==> config.mk <==
export PLATFORM = sky130hd
export DESIGN_NAME = instruction_fetch_unit
export DESIGN_NICKNAME = d
export VERILOG_FILES = /design/src/rtl/instruction_fetch_unit_pkg.sv /design/src/rtl/instruction_fetch_unit_fetch_queue.sv /design/src/rtl/instruction_fetch_unit.sv
export SDC_FILE = /design/constraint.sdc
export NUM_CORES = 1
export LEC_CHECK = 0
export CELL_PAD_IN_SITES_DETAIL_PLACEMENT = 0
export CELL_PAD_IN_SITES_GLOBAL_PLACEMENT = 1
export CORE_MARGIN = 4
export CORE_UTILIZATION = 37
export CTS_BUF_LIST = sky130_fd_sc_hd__clkbuf_4
export DETAILED_ROUTE_END_ITERATION = 8
export PLACE_DENSITY_LB_ADDON = 0.08
export SETUP_SLACK_MARGIN = 0.5
export SYNTH_ARGS = -nofsm -noshare
export SYNTH_HDL_FRONTEND = slang
export SYNTH_SLANG_ARGS = --single-unit
==> constraint.sdc <==
create_clock -name clk -period 8.85 [get_ports clk]
set_input_delay 2.2125 -clock clk [delete_from_list [all_inputs] [get_ports clk]]
set_output_delay 2.2125 -clock clk [all_outputs]
set_load 0.02 [all_outputs]
==> src/rtl/instruction_fetch_unit_pkg.sv <==
// instruction_fetch_unit_pkg: shared constants, fault codes and fetch states
package instruction_fetch_unit_pkg;
  localparam logic [31:0] TEXT_BASE_DEFAULT = 32'h0040_0000;
  localparam logic [1:0] FC_NONE = 2'b00;
  localparam logic [1:0] FC_MISALIGN = 2'b01;
  localparam logic [1:0] FC_RANGE = 2'b10;
  typedef enum logic [1:0] {S_FETCH, S_STALL, S_FAULT} state_t;
endpackage

==> src/rtl/instruction_fetch_unit_fetch_queue.sv <==
// fetch_queue: small synchronous FIFO holding {instruction, pc} entries
module fetch_queue #(
  parameter int W = 64,
  parameter int DEPTH = 2
) (
  input  logic clk,
  input  logic rst,
  input  logic push,
  input  logic pop,
  input  logic flush,
  input  logic [W-1:0] data,
  output logic [W-1:0] q,
  output logic [$clog2(DEPTH):0] count,
  output logic empty,
  output logic full
);
  localparam int AW = $clog2(DEPTH);
  logic [W-1:0] mem [DEPTH];
  logic [AW-1:0] rd_ptr, wr_ptr;
  always_ff @(posedge clk)
    if (push) mem[wr_ptr] <= data;
  always_ff @(posedge clk) begin
    if (rst || flush) begin
      rd_ptr <= '0;
      wr_ptr <= '0;
      count <= '0;
    end else begin
      if (push) wr_ptr <= wr_ptr + 1'b1;
      if (pop) rd_ptr <= rd_ptr + 1'b1;
      count <= count + {{AW{1'b0}}, push} - {{AW{1'b0}}, pop};
    end
  end
  assign q = mem[rd_ptr];
  assign empty = count == '0;
  assign full = count == (AW+1)'(DEPTH);
endmodule

==> src/rtl/instruction_fetch_unit.sv <==
// instruction_fetch_unit: PC, ROM address, fetch queue, redirects and fetch faults
module instruction_fetch_unit
  import instruction_fetch_unit_pkg::*;
#(
  parameter int MEMORY_DEPTH = 64,
  parameter int DATA_WIDTH = 32,
  parameter logic [DATA_WIDTH-1:0] TEXT_BASE = TEXT_BASE_DEFAULT,
  parameter int QUEUE_DEPTH = 2
) (
  input  logic clk,
  input  logic reset,
  output logic [DATA_WIDTH-1:0] Address_o,
  input  logic [DATA_WIDTH-1:0] Instruction_i,
  input  logic Redirect_i,
  input  logic [DATA_WIDTH-1:0] Redirect_target_i,
  output logic Valid_o,
  input  logic Ready_i,
  output logic [DATA_WIDTH-1:0] Instruction_o,
  output logic [DATA_WIDTH-1:0] PC_o,
  output logic Fault_o,
  output logic [1:0] Fault_cause_o
);
  localparam int CW = $clog2(QUEUE_DEPTH) + 1;
  localparam logic [DATA_WIDTH:0] PC_LO = {1'b0, TEXT_BASE};
  localparam logic [DATA_WIDTH:0] PC_HI = PC_LO + (DATA_WIDTH+1)'(4 * MEMORY_DEPTH);
  state_t state, state_next;
  logic [DATA_WIDTH-1:0] pc;
  logic [1:0] cause;
  logic legal, push, pop, empty, full;
  logic [CW-1:0] count;
  logic [2*DATA_WIDTH-1:0] head;
  // range compare is one bit wider so the top of the window cannot wrap
  assign cause = pc[1:0] != 2'b00 ? FC_MISALIGN :
                 ({1'b0, pc} < PC_LO || {1'b0, pc} >= PC_HI) ? FC_RANGE : FC_NONE;
  assign legal = cause == FC_NONE;
  always_comb begin
    pop = Valid_o && Ready_i;
    push = !Redirect_i && legal && (count < CW'(QUEUE_DEPTH) || pop);
    state_next = Redirect_i ? S_FETCH : !legal ? S_FAULT : (full && !pop) ? S_STALL : S_FETCH;
  end
  always_ff @(posedge clk) begin
    if (reset) begin
      state <= S_FETCH;
      pc <= TEXT_BASE;
    end else begin
      state <= state_next;
      pc <= Redirect_i ? Redirect_target_i : push ? pc + DATA_WIDTH'(4) : pc;
    end
  end
  fetch_queue #(.W(2*DATA_WIDTH), .DEPTH(QUEUE_DEPTH)) u_queue (
    .clk(clk),
    .rst(reset),
    .push(push),
    .pop(pop),
    .flush(Redirect_i),
    .data({Instruction_i, pc}),
    .q(head),
    .count(count),
    .empty(empty),
    .full(full)
  );
  assign Address_o = pc;
  assign Valid_o = !empty;
  assign Instruction_o = Valid_o ? head[2*DATA_WIDTH-1:DATA_WIDTH] : '0;
  assign PC_o = Valid_o ? head[DATA_WIDTH-1:0] : '0;
  assign Fault_o = state == S_FAULT;
  assign Fault_cause_o = Fault_o ? cause : FC_NONE;
endmodule

==> impl_metrics.toml, run 1 <==
# flow metrics
[status]
outcome = "completed"

[clock_network]
cts_root_buf = "clkbuf_4"
cts_tree = "built"
holdBufCountCts = 0
cts.sinks = 167
cts.clk_slew.worst_paths_ps = 130
cts_setup_buffers = 0
cts_resized = 0

[final_layout]
final_cell_mix = "clkdlybuf4s50_1, edfxtp_1, nor2_1, mux2i_1, dfxtp_1"
nFillCells = 1530
logic_area_sq_mm = 0.001849
finalNetCount = 711
seqCellArea_sq_mm = 0.004628
final_area_sq_mm = 0.008816
regMostFlops = "u_queue.mem"
syn_to_final_growth_pct = 33.57
drive_above_1_share = 0.07822
largest_reg_flops = 128

[global_routing]
first_global_vias = 4346
grtUsageMet1 = 0.2126
grt_pass1_wl_microns = 24450
antenna_found_initial = 1
grt_usage = 0.1593
overflow = 0
met2_usage = 0.2531
grt_start_max_net_pins = 65

[sta]
skew_ps = 16.29
slew_violations = 0
period_needed_ps = 5067
tightest_slew_ps = 1184
layout_setup_ws_ps = 3783

[worst_setup_path]
rr_startpoint = "Address_o[23]"
crit_type = "flop to primary output"
crit_required_ps = 6640
arrival_ps = 2850
r2r_slack_ps = 5760
cp_max_fo = 40
r2r_end = "u_queue.mem[1][23]"
start_kind = "flop"

[yosys]
synth_cell_type_count = 42
yosys.area_share.xor_xnor = 0.003981
compound_area_frac = 0.03583
synth-async-reset-ratio = 0
synth_flops = 167
synthesis.area_sq_mm = 0.006600
ys_sh_simple = 0.1016
top_logic_kind = "multiplexers"
ys_area_sq_mm = 0.006600
syn_area_per_cell_sq_um = 13.92
yosysWarnings = 0
yosysSeqAreaShare = 0.7007

[route]
dr.pass1.iters = 4
drt_iter0_drc = 242
antenna_left = 0
via_count = 4281
via_per_inst = 4.876
post_drt_wl_per_cell_microns = 17.80
wl_microns = 15630

[min_path]
min_path_cells = 0
worstHoldEndpoint = "u_queue.mem[1][28]"
hold_path.class = "flop to flop"

[placement]
detailed_place.area_sq_mm = 0.008508
io_buffer_count = 167
hpwl_microns = 10410

[run]
warnings = 28

[die]
rows = 48
boundaryPins = 168
## run 1: worst max-delay path by stage
stage	startpoint	endpoint	slack, ps	cells past startpoint
finish	flop	Instruction_o[19]	3780	4
global route	flop	PC_o[12]	3520	4
CTS	flop	PC_o[3]	3660	4
detailed placement	Redirect_i	u_queue.mem[1][56]	3970	6
global placement	Redirect_i	u_queue.mem[1][56]	4030	6
floorplan	Redirect_i	u_queue.mem[0][0]	2110	4
## run 1: worst max-delay path: stages, from the launching register on
cell and delay, ps:
dfxtp_4 660, buf_4 650, mux2i_1 160, nor2_1 150
clkdlybuf4s50_1 630
## run 1: layout make-up
class	count	area share
flip-flops and latches	167	0.5250
multi-input cells	269	0.2098
repair buffers	172	0.1933
inverters	12	0.005109
well taps	225	0.03193
clock inverters	15	0.02015
clock buffers	17	0.01448
diodes	1	0.0002838
## run 1: power by group
group | total (mW) | switching [mW] | internal (mW) | leakage, nW
clock | 0.463 | 0.266 | 0.197 | 0.154
sequential | 0.868 | 0.0159 | 0.853 | 1.47
combinational | 0.113 | 0.0536 | 0.0595 | 1.26
total | 1.44 | 0.336 | 1.11 | 2.89
## run 1: cell usage after synthesis, types with 4 or more instances
cell      count  area [sq um]
nor4_1        7         43.79
nand3_1       4         20.02
inv_1        12         45.04
buf_1         7         26.28
mux2i_1      84         840.8
or2_2         4         25.02
dfxtp_1      39         780.8
nor3_1        5         25.02
edfxtp_1    128          3844
o31ai_1       4         30.03
nor2_1      103         386.6
clkbuf_1     15         56.30
a211oi_1      6         45.04
ha_1          4         50.05
a311oi_1      4         35.03
nand4_1       5         31.28
## run 1: layer usage
| layer | wire length (microns) | part of all wire |
|---|---|---|
| met1 | 7051 | 0.45 |
| met2 | 7494 | 0.48 |
| met3 | 890 | 0.057 |
| met4 | 194 | 0.012 |
| met5 | 0 | 0 |
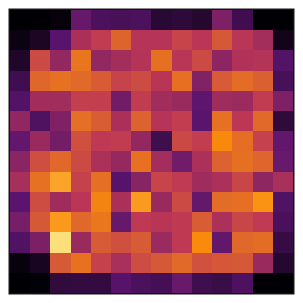
Run 1: local utilization
(2 px per micron) 14 x 14 tiles, from black (low) to pale yellow (high), 0 to 100% covered.
2.6% of the tiles are over 75% full. The fullest tile reaches 93%. 4.6% of the tiles are nearly empty. The mean over all tiles is 43%.
starting density of the core: 0.3790
post-layout util: 0.5062

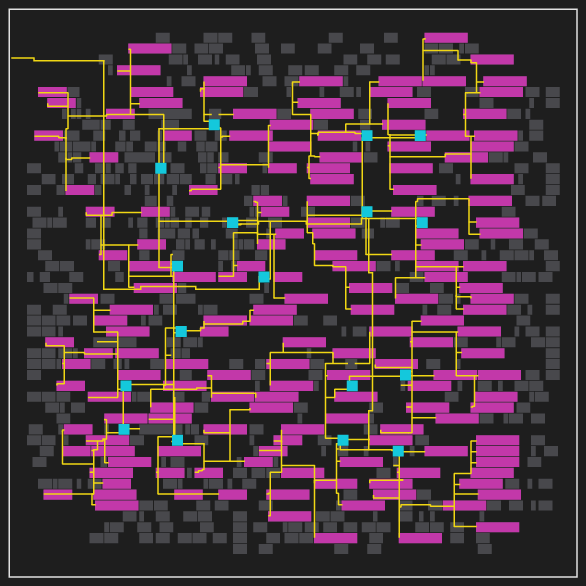
Run 1: clock wires, drivers and flops
(4 px per micron)
Key: clock wires = yellow [length 1,860 microns]; cells driving clock nets = cyan [count 17]; flip-flops = magenta [count 167]
There are 18 routed clock nets.

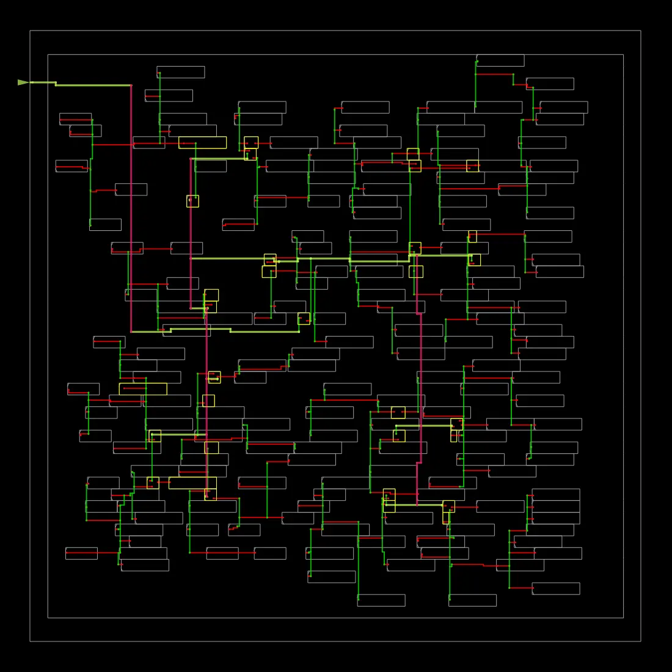
Run 1: clock wiring as the flow saved it
Insertion Delay late pin: 550 ps
P_clk: 0.463 mW

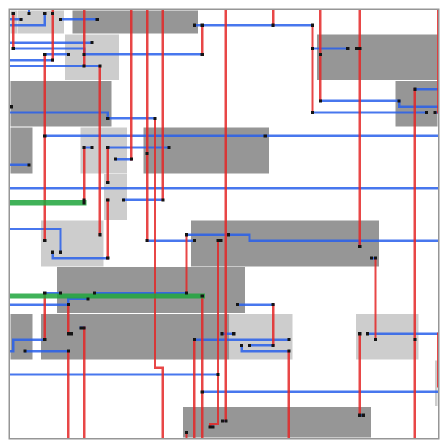
Run 1: zoomed window
Region (58, 58) to (83, 83) microns. Cells in grey, sequential cells in the stronger grey; small squares are vias.
Key: met1 = blue; met3 = green; met2 = red
15 logic cells have their middle in the window. Netlist names of flops here include u_queue.mem (5), Address_o (3). Sequential cells in the window: 8. Most frequent: edfxtp_1 (5), dfxtp_1 (3), mux2i_1 (3).

==> run 1 -> run 2 <==
==> constraint.sdc (replaced) <==
create_clock -name clk -period 4.3 [get_ports clk]
set_input_delay 1.075 -clock clk [delete_from_list [all_inputs] [get_ports clk]]
set_output_delay 1.075 -clock clk [all_outputs]
set_load 0.02 [all_outputs]
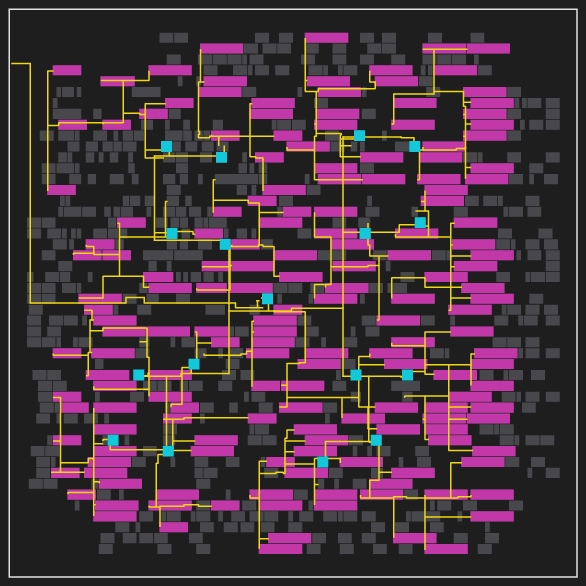
Run 2: clock wires, drivers and flops
(4 px per micron)
Key: flip-flops = magenta [count 167]; cells driving clock nets = cyan [count 17]; clock wires = yellow [length 1,880 microns]
There are 18 routed clock nets. Position of the flops: widely spread.

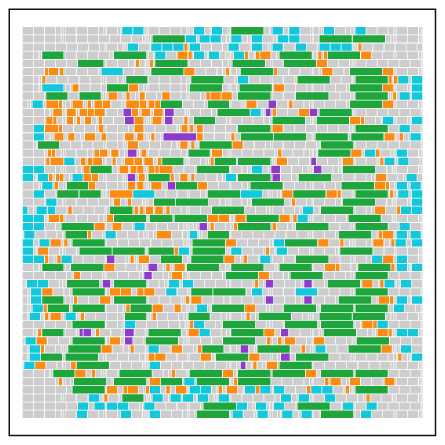
Run 2: cell classes on the final placement
(3 px per micron) Fill, decap, tap and diode cells in grey.
Key: flip-flops = green [cells 167]; other buffers and delay cells = cyan [cells 174]; all other logic = orange [cells 281]; clock drivers and dummy loads = purple [cells 32]

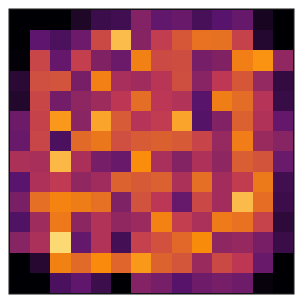
Run 2: local utilization
(2 px per micron) 14 x 14 tiles, from black (low) to pale yellow (high), 0 to 100% covered.
The fullest tile reaches 92%. The mean over all tiles is 43%. 5.1% of the tiles are over 75% full. 7.1% of the tiles are nearly empty.

==> impl_metrics.toml, run 2 <==
# flow metrics
[final_layout]
largest_reg_flops = 128
syn_to_final_growth_pct = 34.41
logic_area_sq_mm = 0.001861
finalNetCount = 713
final_area_sq_mm = 0.008871
drive_above_1_share = 0.09327
regMostFlops = "u_queue.mem"
final_cell_mix = "clkdlybuf4s50_1, edfxtp_1, nor2_1, mux2i_1, dfxtp_1"
final_util = 0.5093
seqCellArea_sq_mm = 0.004634
nFillCells = 1531

[global_routing]
grt_start_max_net_pins = 66
grt_usage = 0.1588
first_global_vias = 4318
overflow = 0
grt-busiest-layer = "met2"
met3_usage = 0.04280
antenna_found_initial = 1
met2_usage = 0.2499
grtUsageMet1 = 0.2153
grt_pass1_wl_microns = 24230

[worst_setup_path]
rr_startpoint = "Address_o[23]"
worst-path-buf-inv = 1
critPathMaxStageDelay_ps = 580
critPathSlowestCell = "or4b_4"
critPathTopFamily = "simple AND/OR/NAND/NOR gates"
r2r_slack_ps = 1330
cp_max_fo = 5
r2r_end = "u_queue.mem[1][6]"
start_kind = "flop"
path_cells = "or4b_4, nor3_2, a211oi_1, clkdlybuf4s50_1"
crit_required_ps = 3220
crit_type = "flop to primary output"
path_depth = 4

[route]
highest_layer = "met4"
wl_microns = 16000
via_count = 4280
via_per_inst = 4.853
dr.pass1.iters = 5
drt_iter0_drc = 203
dr_wl_met3_microns = 936
drt-met1-wl_microns = 7181
wl_met2_microns = 7630
post_drt_wl_per_cell_microns = 18.14

[yosys]
synthesis.area_sq_mm = 0.006600
yosysSeqAreaShare = 0.7007
synth_cell_type_count = 42
synth-async-reset-ratio = 0
yosys-top-cells-area = "edfxtp_1, mux2i_1, dfxtp_1"
syn_area_per_cell_sq_um = 13.92
ys_area_sq_mm = 0.006600
yosysWarnings = 0
synth_top_area_share = 0.5824
top_area_cell = "edfxtp_1"
yosysMostFrequentCell = "edfxtp_1"
synth_flops = 167
common_cells = "edfxtp_1, nor2_1, mux2i_1"

[die]
boundaryPins = 168
fp-utilization = 0.3790
rows = 48

[sta]
tightest_slew_ps = 657.2
skew_ps = 16.02
period_needed_ps = 3607
fin_setup_tns_ps = 0
layout_setup_ws_ps = 693.3

[min_path]
min_path_cells = 0
hold_path.class = "flop to flop"
worstHoldEndpoint = "u_queue.mem[0][14]"

[placement]
finalWeightedCongestion = 0.7925
detailed_place.area_sq_mm = 0.008577
hpwl_microns = 10490

[run]
warnings = 29

[clock_network]
holdBufCountCts = 0
cts_buffer_depth = 2
cts.sinks = 167
cts_tree = "built"
cts.clk_slew.worst_paths_ps = 120
cts_root_buf = "clkbuf_4"

[status]
outcome = "completed"
==> run 2: cells by family after synthesis <==
group / share of synthesized area
compound gates: 0.03583
fa+ha+maj: 0.007583
xor+xnor: 0.003982
buf+inv: 0.02294
mux: 0.1274
flops: 0.7007
simple gates: 0.1016
==> run 2: power breakdown <==
part	internal, mW	switching, mW	leakage, nW
registers	1.75	0.0294	1.47
clock network	0.299	0.551	0.141
logic	0.124	0.116	1.29
==> run 2: how the worst max path moves through the flow <==
stage | from | end | slack (ps)
2_1_floorplan | Address_o[14] | u_queue.mem[0][0] | 350
3_3_place_gp | Ready_i | u_queue.mem[1][53] | 910
3_5_place_dp | Ready_i | u_queue.mem[1][53] | 840
4_1_cts | flop | PC_o[21] | 570
5_1_grt | Address_o[23] | Fault_cause_o[1] | 530
6_report | Address_o[14] | Fault_cause_o[1] | 690
==> run 2: timing repair <==
| action | 4_1_cts | 5_1_grt |
|---|---|---|
| resized | 1 | 1 |
| buffers inserted | 0 | 1 |
| cloned | 0 | 0 |
| endpoints found under the setup margin | 1 | 4 |
==> run 2: worst register-to-register path, stage by stage, from the launching register on <==
cell and delay [ps]:
dfxtp_1 390, nor4_1 430, nand4_1 570, nor3_1 460, and2_4 510, buf_12 310
==> run 2: area by class of cell <==
cell class              instances  share of cell area
repair buffers                174              0.2008
clock inverters                14             0.01410
clock buffers                  18             0.01523
multi-input cells             269              0.2097
well taps                     225             0.03173
diodes                          3           0.0008463
inverters                      12            0.005078
flip-flops and latches        167              0.5224
No activity file was given, so power comes from the tool's default toggle rates.
